==> src/rtl/fir_sample_feeder_if.sv <==
// Host bus and FIR-side sample port for fir_sample_feeder.
// The slave side is the feeder; the master side is the host/test driver.
interface fir_sample_feeder_if #(parameter int DATA_W = 16);
  logic              write;
  logic              read;
  logic [17:0]       address;
  logic [15:0]       writedata;
  logic [15:0]       readdata;
  logic              enable;
  logic [DATA_W-1:0] sample_out;
  logic              sample_valid;

  modport slave (
    input  write, read, address, writedata, enable,
    output readdata, sample_out, sample_valid
  );

  modport master (
    output write, read, address, writedata, enable,
    input  readdata, sample_out, sample_valid
  );
endinterface

==> src/rtl/fir_sample_feeder.sv <==
// Avalon-MM sample FIFO feeding FIR_transposed: host pushes samples, each
// enable strobe (while RUN) pops one sample to the FIR input.
module fir_sample_feeder #(
  parameter int DATA_W = 16,
  parameter int DEPTH  = 16,
  parameter int LVL_W  = 5
) (
  input  logic clk,
  input  logic reset,
  fir_sample_feeder_if.slave bus
);
  localparam int PTR_W = $clog2(DEPTH);

  logic [DATA_W-1:0] mem [DEPTH];
  logic [PTR_W-1:0]  wr_ptr, rd_ptr;
  logic [LVL_W-1:0]  level;
  logic [15:0]       count;
  logic              run, ovf, unf;

  logic [1:0]  addr;
  logic        data_wr, ctrl_wr, stat_wr, flush;
  logic        empty, full, pop_try, pop, push_ok, ovf_set, unf_set;
  logic [15:0] status, rd_mux;
  logic        unused_addr_bits;

  assign addr    = bus.address[1:0];
  assign data_wr = bus.write && (addr == 2'd0);
  assign ctrl_wr = bus.write && (addr == 2'd1);
  assign stat_wr = bus.write && (addr == 2'd2);
  assign flush   = ctrl_wr && bus.writedata[1];

  assign empty   = (level == '0);
  assign full    = (level == LVL_W'(DEPTH));
  assign pop_try = bus.enable && run;
  // Flush overrides the pop; an empty FIFO never pops even with a same-cycle push.
  assign pop     = pop_try && !empty && !flush;
  assign unf_set = pop_try && empty && !flush;
  // A push into a full FIFO is only safe if the head leaves on the same edge.
  assign push_ok = data_wr && (!full || pop);
  assign ovf_set = data_wr && full && !pop;

  assign unused_addr_bits = ^bus.address[17:2];

  always_comb begin
    status              = '0;
    status[15]          = ovf;
    status[14]          = unf;
    status[13]          = full;
    status[12]          = empty;
    status[LVL_W-1:0]   = level;
  end

  always_comb begin
    rd_mux = '0;
    case (addr)
      2'd1:    rd_mux = {15'b0, run};
      2'd2:    rd_mux = status;
      2'd3:    rd_mux = count;
      default: rd_mux = '0;
    endcase
  end

  always_ff @(posedge clk or posedge reset) begin
    if (reset) begin
      for (int i = 0; i < DEPTH; i++) mem[i] <= '0;
      wr_ptr           <= '0;
      rd_ptr           <= '0;
      level            <= '0;
      count            <= '0;
      run              <= 1'b0;
      ovf              <= 1'b0;
      unf              <= 1'b0;
      bus.readdata     <= '0;
      bus.sample_out   <= '0;
      bus.sample_valid <= 1'b0;
    end else begin
      if (bus.read) bus.readdata <= rd_mux;
      if (ctrl_wr)  run <= bus.writedata[0];

      // Sticky set beats a same-cycle write-1-to-clear.
      ovf <= ovf_set | (ovf & ~(stat_wr & bus.writedata[15]));
      unf <= unf_set | (unf & ~(stat_wr & bus.writedata[14]));

      bus.sample_valid <= pop;
      if (pop)          bus.sample_out <= mem[rd_ptr];
      else if (unf_set) bus.sample_out <= '0;

      if (flush) begin
        wr_ptr <= '0;
        rd_ptr <= '0;
        level  <= '0;
        count  <= '0;
      end else begin
        if (push_ok) begin
          mem[wr_ptr] <= bus.writedata[DATA_W-1:0];
          wr_ptr      <= wr_ptr + PTR_W'(1);
        end
        if (pop) begin
          rd_ptr <= rd_ptr + PTR_W'(1);
          count  <= count + 16'd1;
        end
        case ({push_ok, pop})
          2'b10:   level <= level + LVL_W'(1);
          2'b01:   level <= level - LVL_W'(1);
          default: level <= level;
        endcase
      end
    end
  end
endmodule
==> src/flat_wrapper.sv <==
// flat-port wrapper written by rule: the top's interface ports become plain ports
module fir_sample_feeder_flat 
#(
  parameter int DATA_W = 16,
  parameter int DEPTH  = 16,
  parameter int LVL_W  = 5
)
  (clk, reset, bus_write, bus_read, bus_address, bus_writedata, bus_enable, bus_readdata, bus_sample_out, bus_sample_valid);
  fir_sample_feeder_if #(.DATA_W(DATA_W)) bus_i ();
  input  logic clk;
  input  logic reset;
  input wire logic [$bits(bus_i.write)-1:0] bus_write;
  input wire logic [$bits(bus_i.read)-1:0] bus_read;
  input wire logic [$bits(bus_i.address)-1:0] bus_address;
  input wire logic [$bits(bus_i.writedata)-1:0] bus_writedata;
  input wire logic [$bits(bus_i.enable)-1:0] bus_enable;
  output wire logic [$bits(bus_i.readdata)-1:0] bus_readdata;
  output wire logic [$bits(bus_i.sample_out)-1:0] bus_sample_out;
  output wire logic [$bits(bus_i.sample_valid)-1:0] bus_sample_valid;
  assign bus_i.write = bus_write;
  assign bus_i.read = bus_read;
  assign bus_i.address = bus_address;
  assign bus_i.writedata = bus_writedata;
  assign bus_i.enable = bus_enable;
  assign bus_readdata = bus_i.readdata;
  assign bus_sample_out = bus_i.sample_out;
  assign bus_sample_valid = bus_i.sample_valid;
  fir_sample_feeder #(.DATA_W(DATA_W), .DEPTH(DEPTH), .LVL_W(LVL_W)) u_core (.clk(clk), .reset(reset), .bus(bus_i));
endmodule
==> config.mk <==
export PLATFORM = sky130hd
export DESIGN_NAME = fir_sample_feeder_flat
export DESIGN_NICKNAME = d
export VERILOG_FILES = /design/src/rtl/fir_sample_feeder_if.sv /design/src/rtl/fir_sample_feeder.sv /design/src/flat_wrapper.sv
export SDC_FILE = /design/constraint.sdc
export NUM_CORES = 1
export LEC_CHECK = 0
export ABC_AREA = 1
export CAP_MARGIN = 20
export CORE_ASPECT_RATIO = 0.5
export CORE_MARGIN = 10
export CORE_UTILIZATION = 25
export CTS_BUF_LIST = sky130_fd_sc_hd__clkbuf_8
export CTS_CLUSTER_DIAMETER = 200
export CTS_CLUSTER_SIZE = 12
export DETAILED_ROUTE_END_ITERATION = 8
export HOLD_SLACK_MARGIN = 0.1
export PLACE_DENSITY = 0.4
export SYNTH_ARGS = -nofsm -noshare
export SYNTH_HDL_FRONTEND = slang
export SYNTH_SLANG_ARGS = --single-unit
==> constraint.sdc <==
create_clock -name clk -period 12.8 [get_ports clk]
set_input_delay 1.28 -clock clk [delete_from_list [all_inputs] [get_ports clk]]
set_output_delay 1.28 -clock clk [all_outputs]
set_load 0.005 [all_outputs]
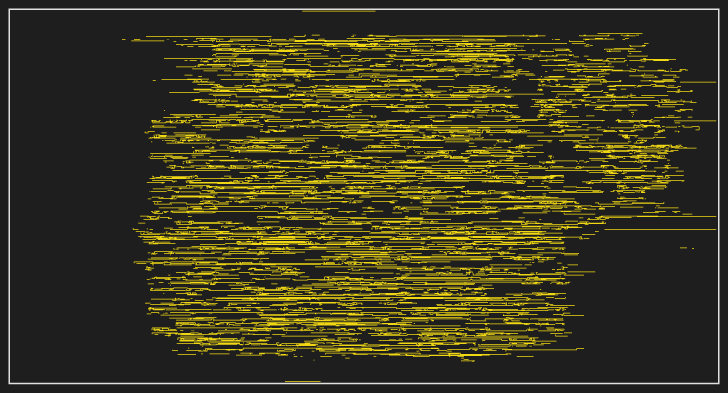
(run_1/m1.png)
main direction = horizontal
share of all routed wire = 51%
longest straight run = 79.8 um
wire length on this layer = 29.3 mm

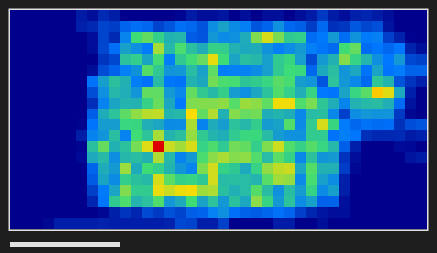
(run_1/route_heat.png)
Bar = 100 um. The die is cut into 38 by 20 equal tiles; dark blue is low, red is high, scaled to the fullest tile. Values are wire area over tile area, all layers added.
mean over tiles = 0.12
densest ninth of the die = center
emptiest ninth of the die = north-west
tiles over half the peak = 14%
nearly empty tiles = 29%

==> reports/highlights.md, run 1 <==
Run status
• **result of the run** finished, final reports clean

Power and ir drop
• **top power group** registers
• **switching share of power** 0.4316
• **part of the power in combinational logic** 0.365
• **Power Sequential** 0.00140 W

Synthesis
• **netlist area before placement** 16140 um^2
• **cell types with the highest counts after synthesis** sky130_fd_sc_hd__nand2_1, sky130_fd_sc_hd__nand3_1, sky130_fd_sc_hd__dfrtp_1
• **Synth area leaders** sky130_fd_sc_hd__dfrtp_1, sky130_fd_sc_hd__nand2_1, sky130_fd_sc_hd__nand3_1, sky130_fd_sc_hd__clkbuf_1, sky130_fd_sc_hd__nand2_8
• **share of synthesized cell area in full adder, half adder and majority cells** 0.007753
• **mean instance size in the synthesized netlist** 7.642 um^2
• **area fraction in compound gates after synthesis** 0.01644

Layout
• **diode count** 0
• **area occupied by registers** 8038 um^2
• **Final clock-cell share** 0.02438
• **clock buffer count in the final layout** 30
• **post-route cell area** 17650 um^2

Clocking
• **CTS H-Tree Depth** 1
• **# Post-CTS Setup Buffers** 0
• **source-to-sink clock delay at the later pin of the worst-skew pair** 0.66 ns

Drt
• **vias after detailed routing** 13880
• **DRC violation count after routing** 0
• **vias per cell** 4.771
• **DR WL met2** 24840 um
• **Routed wire per std cell** 19.78 um

Global route
• **routing layer with the top usage in global route** met2
• **GR met2 Demand/Resource** 0.2290

Min path
• **Min-Delay Path Class** register to register
• **end point of the most critical hold path** u_core.mem[92]$_DFFE_PP0P_

Floorplanning
• **overall chip area** 75740 um^2

Timing
• **headroom to the max-slew limit** 0.2933
• **actual transition at the worst max-transition pin** 1.060 ns
• **minimum hold slack** 0.4748 ns

Worst setup path
• **Worst path top cell family by delay** buffers and inverters
• **Worst Path Arrival** 5.41 ns
• **worst r2r dst** u_core.bus.sample_out[5]$_DFFE_PP0P_
• **largest stage delay on the critical path** 0.93 ns

Place
• **pre-CTS setup slack** 7.243 ns
• **total cell area at the placement stage** 17220 um^2

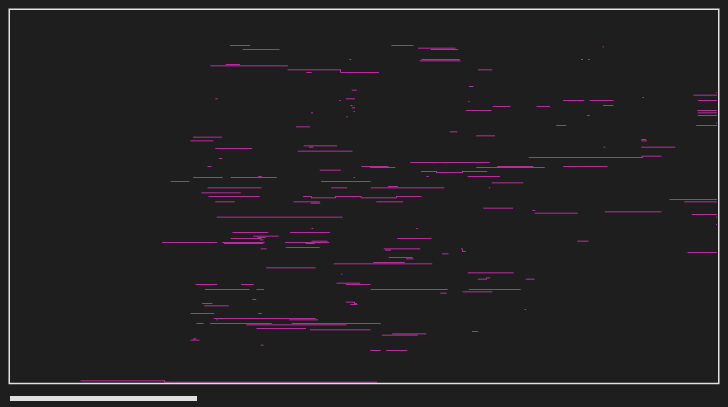
(run_1/m3.png)
Bar = 100 um.
share of all routed wire = 4.2%
longest straight run = 114 um

==> run_1/clock_nets.png <==
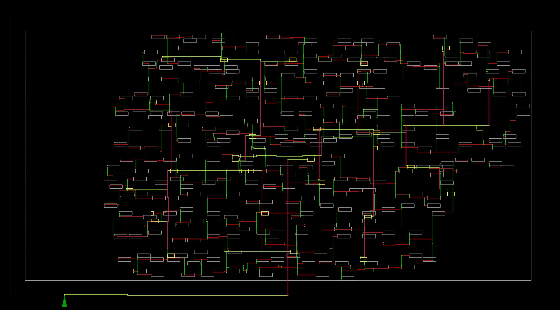

==> inputs of run 2 (changes only) <==
--- a/config.mk
+++ b/config.mk
@@ -15,7 +15,7 @@
 export CTS_CLUSTER_SIZE = 12
 export DETAILED_ROUTE_END_ITERATION = 8
 export HOLD_SLACK_MARGIN = 0.1
-export PLACE_DENSITY = 0.4
+export PLACE_DENSITY = 0.41
 export SYNTH_ARGS = -nofsm -noshare
 export SYNTH_HDL_FRONTEND = slang
 export SYNTH_SLANG_ARGS = --single-unit
==> constraint.sdc (replaced) <==
create_clock -name clk -period 4.2 [get_ports clk]
set_input_delay 0.42 -clock clk [delete_from_list [all_inputs] [get_ports clk]]
set_output_delay 0.42 -clock clk [all_outputs]
set_load 0.005 [all_outputs]
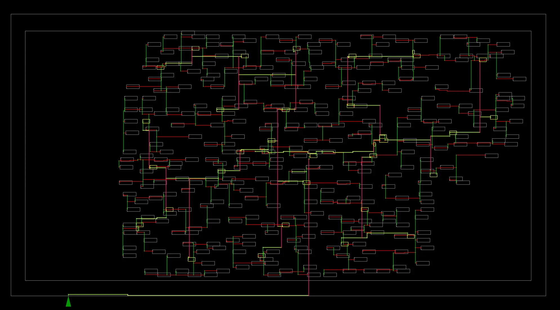
(run_2/clock_nets.png)
count of flip-flops and latches: 321
Clock net power: 0.00181 W

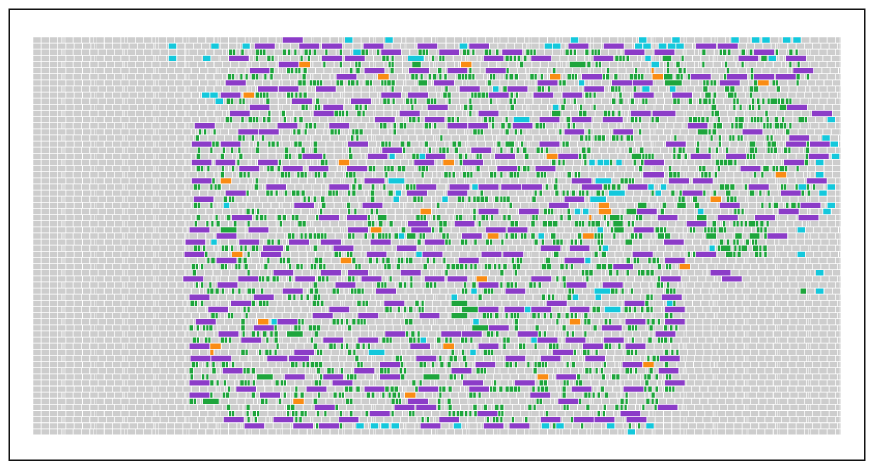
(run_2/class_map.png)
Fill, decap, tap and diode cells in gray.
cyan -> remaining buffers and delay cells  # cells 105, share of their area 6.2%
purple -> sequential cells  # cells 321, share of their area 48%
orange -> clock drivers and dummy loads  # cells 34, share of their area 2.6%
green -> remaining logic cells  # cells 1635, share of their area 44%

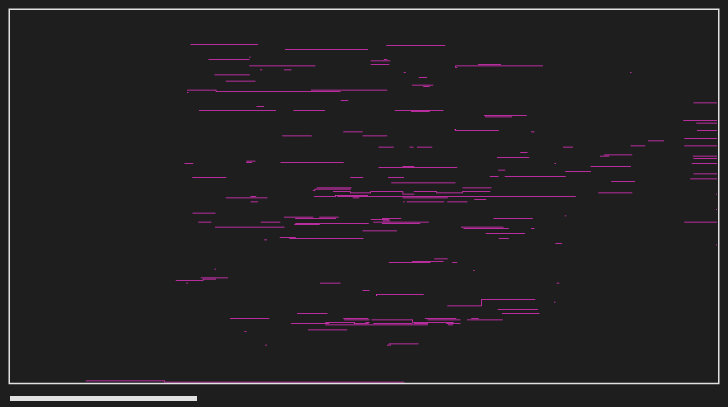
(run_2/m3.png)
Bar = 100 um.
nets with wire on the layer = 93
main direction = horizontal
longest straight run = 128 um
wire length on this layer = 2670 um

==> run 2 against run 1 <==
Compared with the run above:
- clock skew rose by 0.062 ns
- sequential share of layout area fell by 0.66 points
- non-clock buffer count rose by 22
- register-to-register slack got worse by 7.8 ns
- worst setup slack got worse by 6.3 ns
- combinational power rose to 3.1 times the previous value
- first-iteration DRC count fell by 2.7%
- utilization rose by 0.41 points
- wire length fell by 0.22%
- sequential power rose to 3.0 times the previous value
- power rose to 3.1 times the previous value
==> reports/highlights.md, run 2 <==
Drt
• **vias per cell** 4.758
• **Routed wire per std cell** 19.58 um
• **vias after detailed routing** 13950

Layout
• **Final clock-cell share** 0.02466
• **area occupied by registers** 8038 um^2
• **diode count** 0

Worst setup path
• **worst r2r dst** u_core.bus.sample_out[8]$_DFFE_PP0P_
• **largest stage delay on the critical path** 0.46 ns

Clocking
• **source-to-sink clock delay at the later pin of the worst-skew pair** 0.70 ns
• **# Post-CTS Setup Buffers** 0
• **CTS H-Tree Depth** 1

Power and ir drop
• **top power group** registers
• **part of the power in combinational logic** 0.368
• **Power Sequential** 0.00425 W
• **switching share of power** 0.4282

Timing
• **headroom to the max-slew limit** 0.2429

Min path
• **Min-Delay Path Class** primary input to asynchronous set/reset pin

Run status
• **result of the run** finished, final reports clean

Place
• **pre-CTS setup slack** 0.9447 ns
• **total cell area at the placement stage** 17470 um^2

Synthesis
• **area fraction in compound gates after synthesis** 0.01644
• **cell types with the highest counts after synthesis** sky130_fd_sc_hd__nand2_1, sky130_fd_sc_hd__nand3_1, sky130_fd_sc_hd__dfrtp_1
• **mean instance size in the synthesized netlist** 7.642 um^2
• **share of synthesized cell area in full adder, half adder and majority cells** 0.007753

Global route
• **routing layer with the top usage in global route** met2

==> run_2/route_heat.png <==
Bar = 100 um. The die is cut into 38 by 20 equal tiles; dark blue is low, red is high, scaled to the fullest tile. Values are wire area over tile area, all layers added.
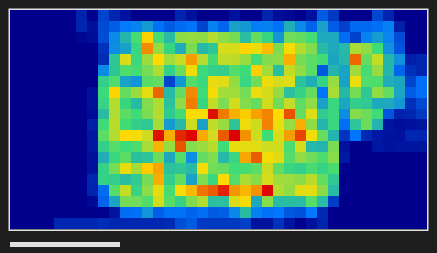

==> inputs of run 3 (changes only) <==
--- a/config.mk
+++ b/config.mk
@@ -15,7 +15,7 @@
 export CTS_CLUSTER_SIZE = 12
 export DETAILED_ROUTE_END_ITERATION = 8
 export HOLD_SLACK_MARGIN = 0.1
-export PLACE_DENSITY = 0.41
+export PLACE_DENSITY = 0.4
 export SYNTH_ARGS = -nofsm -noshare
 export SYNTH_HDL_FRONTEND = slang
 export SYNTH_SLANG_ARGS = --single-unit
==> constraint.sdc (replaced) <==
create_clock -name clk -period 2.4 [get_ports clk]
set_input_delay 0.24 -clock clk [delete_from_list [all_inputs] [get_ports clk]]
set_output_delay 0.24 -clock clk [all_outputs]
set_load 0.005 [all_outputs]
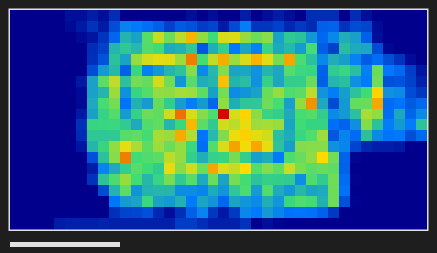
(run_3/route_heat.png)
Bar = 100 um. The die is cut into 38 by 20 equal tiles; dark blue is low, red is high, scaled to the fullest tile. Values are wire area over tile area, all layers added.
densest ninth of the die = center
nearly empty tiles = 29%
tiles over half the peak = 23%
mean over tiles = 0.12
fullest tile = 0.45

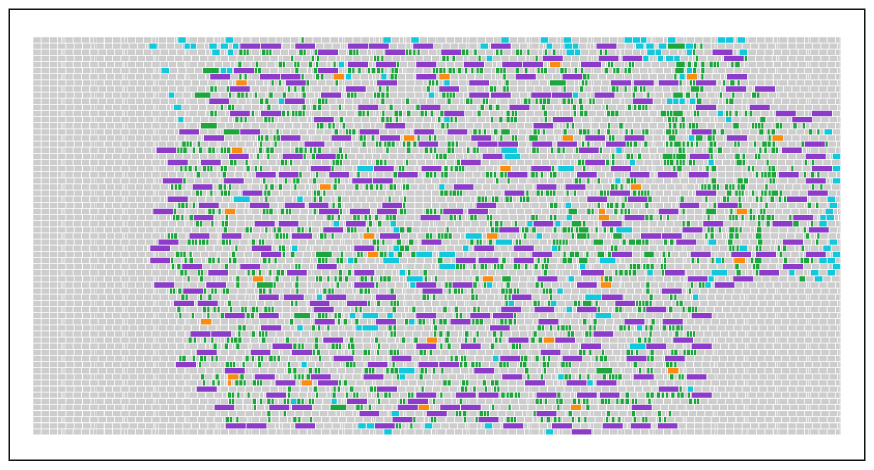
(run_3/class_map.png)
Fill, decap, tap and diode cells in gray.
orange -> clock drivers and dummy loads  # cells 33, share of their area 2.5%
green -> remaining logic cells  # cells 1635, share of their area 42%
cyan -> remaining buffers and delay cells  # cells 163, share of their area 9.3%
purple -> sequential cells  # cells 321, share of their area 46%

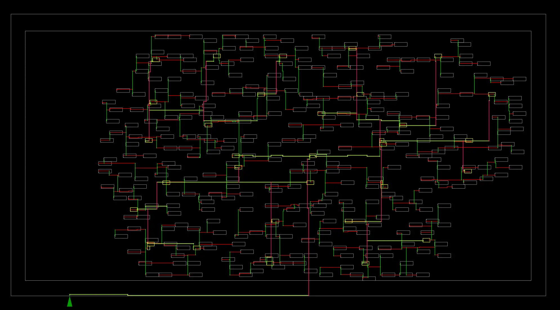
(run_3/clock_nets.png)
skew final: 0.02855 ns
Clock net power: 0.00314 W
total number of clock tree sinks: 321
clock buffer count in the final layout: 30
number of CTS-inserted buffers: 30

==> run 3 against run 2 <==
Compared with the run above:
- worst setup slack lost 1.4 ns
- via count rose by 1.8%
- utilization up 0.91 points
- clock skew decreased by 0.052 ns
- global-route usage is 0.83 points higher
- clock power increased by 73%
- count of clock-buffer cells in the layout is the same
- largest power group unchanged
==> reports/highlights.md, run 3 <==
Layout
• **area occupied by registers** 8038 um^2
• **Top Layout Cells** sky130_fd_sc_hd__nand2_1, sky130_fd_sc_hd__nand3_1, sky130_fd_sc_hd__dfrtp_1, sky130_fd_sc_hd__buf_4, sky130_fd_sc_hd__clkdlybuf4s50_1
• **count of flip-flops and latches** 321
• **diode count** 0
• **Final clock-cell share** 0.02328
• **post-route cell area** 18490 um^2
• **register fraction of the total cell area** 0.4347

Power and ir drop
• **part of the power in combinational logic** 0.389
• **IR Drop Worst-Case VDD** 0.0004859 V
• **top power group** registers
• **switching share of power** 0.4258
• **Power Sequential** 0.00737 W

Global route
• **via count of the first global-routing pass** 14080
• **routing layer with the top usage in global route** met2
• **largest net degree at the start of global routing** 81
• **GR met2 Demand/Resource** 0.2539

Timing
• **minimum hold slack** 0.3582 ns
• **headroom to the max-slew limit** 0.5796
• **actual transition at the worst max-transition pin** 0.6299 ns

Min path
• **Min-Delay Path Class** primary input to register
• **end point of the most critical hold path** u_core.bus.readdata[6]$_DFFE_PP0P_

Worst setup path
• **Worst Path Arrival** 2.68 ns
• **slack of the worst reg-to-reg path** 0.26 ns
• **worst r2r dst** u_core.level[4]$_DFFE_PP0P_
• **reg2reg path depth** 15
• **Worst path top cell family by delay** simple AND/OR/NAND/NOR gates
• **largest stage delay on the critical path** 0.43 ns

Synthesis
• **mean instance size in the synthesized netlist** 7.642 um^2
• **Synth area leaders** sky130_fd_sc_hd__dfrtp_1, sky130_fd_sc_hd__nand2_1, sky130_fd_sc_hd__nand3_1, sky130_fd_sc_hd__clkbuf_1, sky130_fd_sc_hd__nand2_8
• **synth unique cells** 34
• **cell types with the highest counts after synthesis** sky130_fd_sc_hd__nand2_1, sky130_fd_sc_hd__nand3_1, sky130_fd_sc_hd__dfrtp_1
• **netlist area before placement** 16140 um^2
• **share of synthesized cell area in full adder, half adder and majority cells** 0.007753

Drt
• **wire length on met1** 28300 um
• **vias per cell** 4.749
• **DR WL met2** 26940 um
• **DRC violation count after routing** 0
• **vias after detailed routing** 14200
• **Routed wire per std cell** 20.03 um

Place
• **total cell area at the placement stage** 18050 um^2
• **pre-CTS setup slack** 0.02272 ns

Clocking
• **# Post-CTS Setup Buffers** 0
• **source-to-sink clock delay at the later pin of the worst-skew pair** 0.68 ns
• **CTS H-Tree Depth** 1

Floorplanning
• **overall chip area** 75740 um^2

Run status
• **result of the run** finished, final reports clean

No activity file was given, so power comes from the tool's default toggle rates.
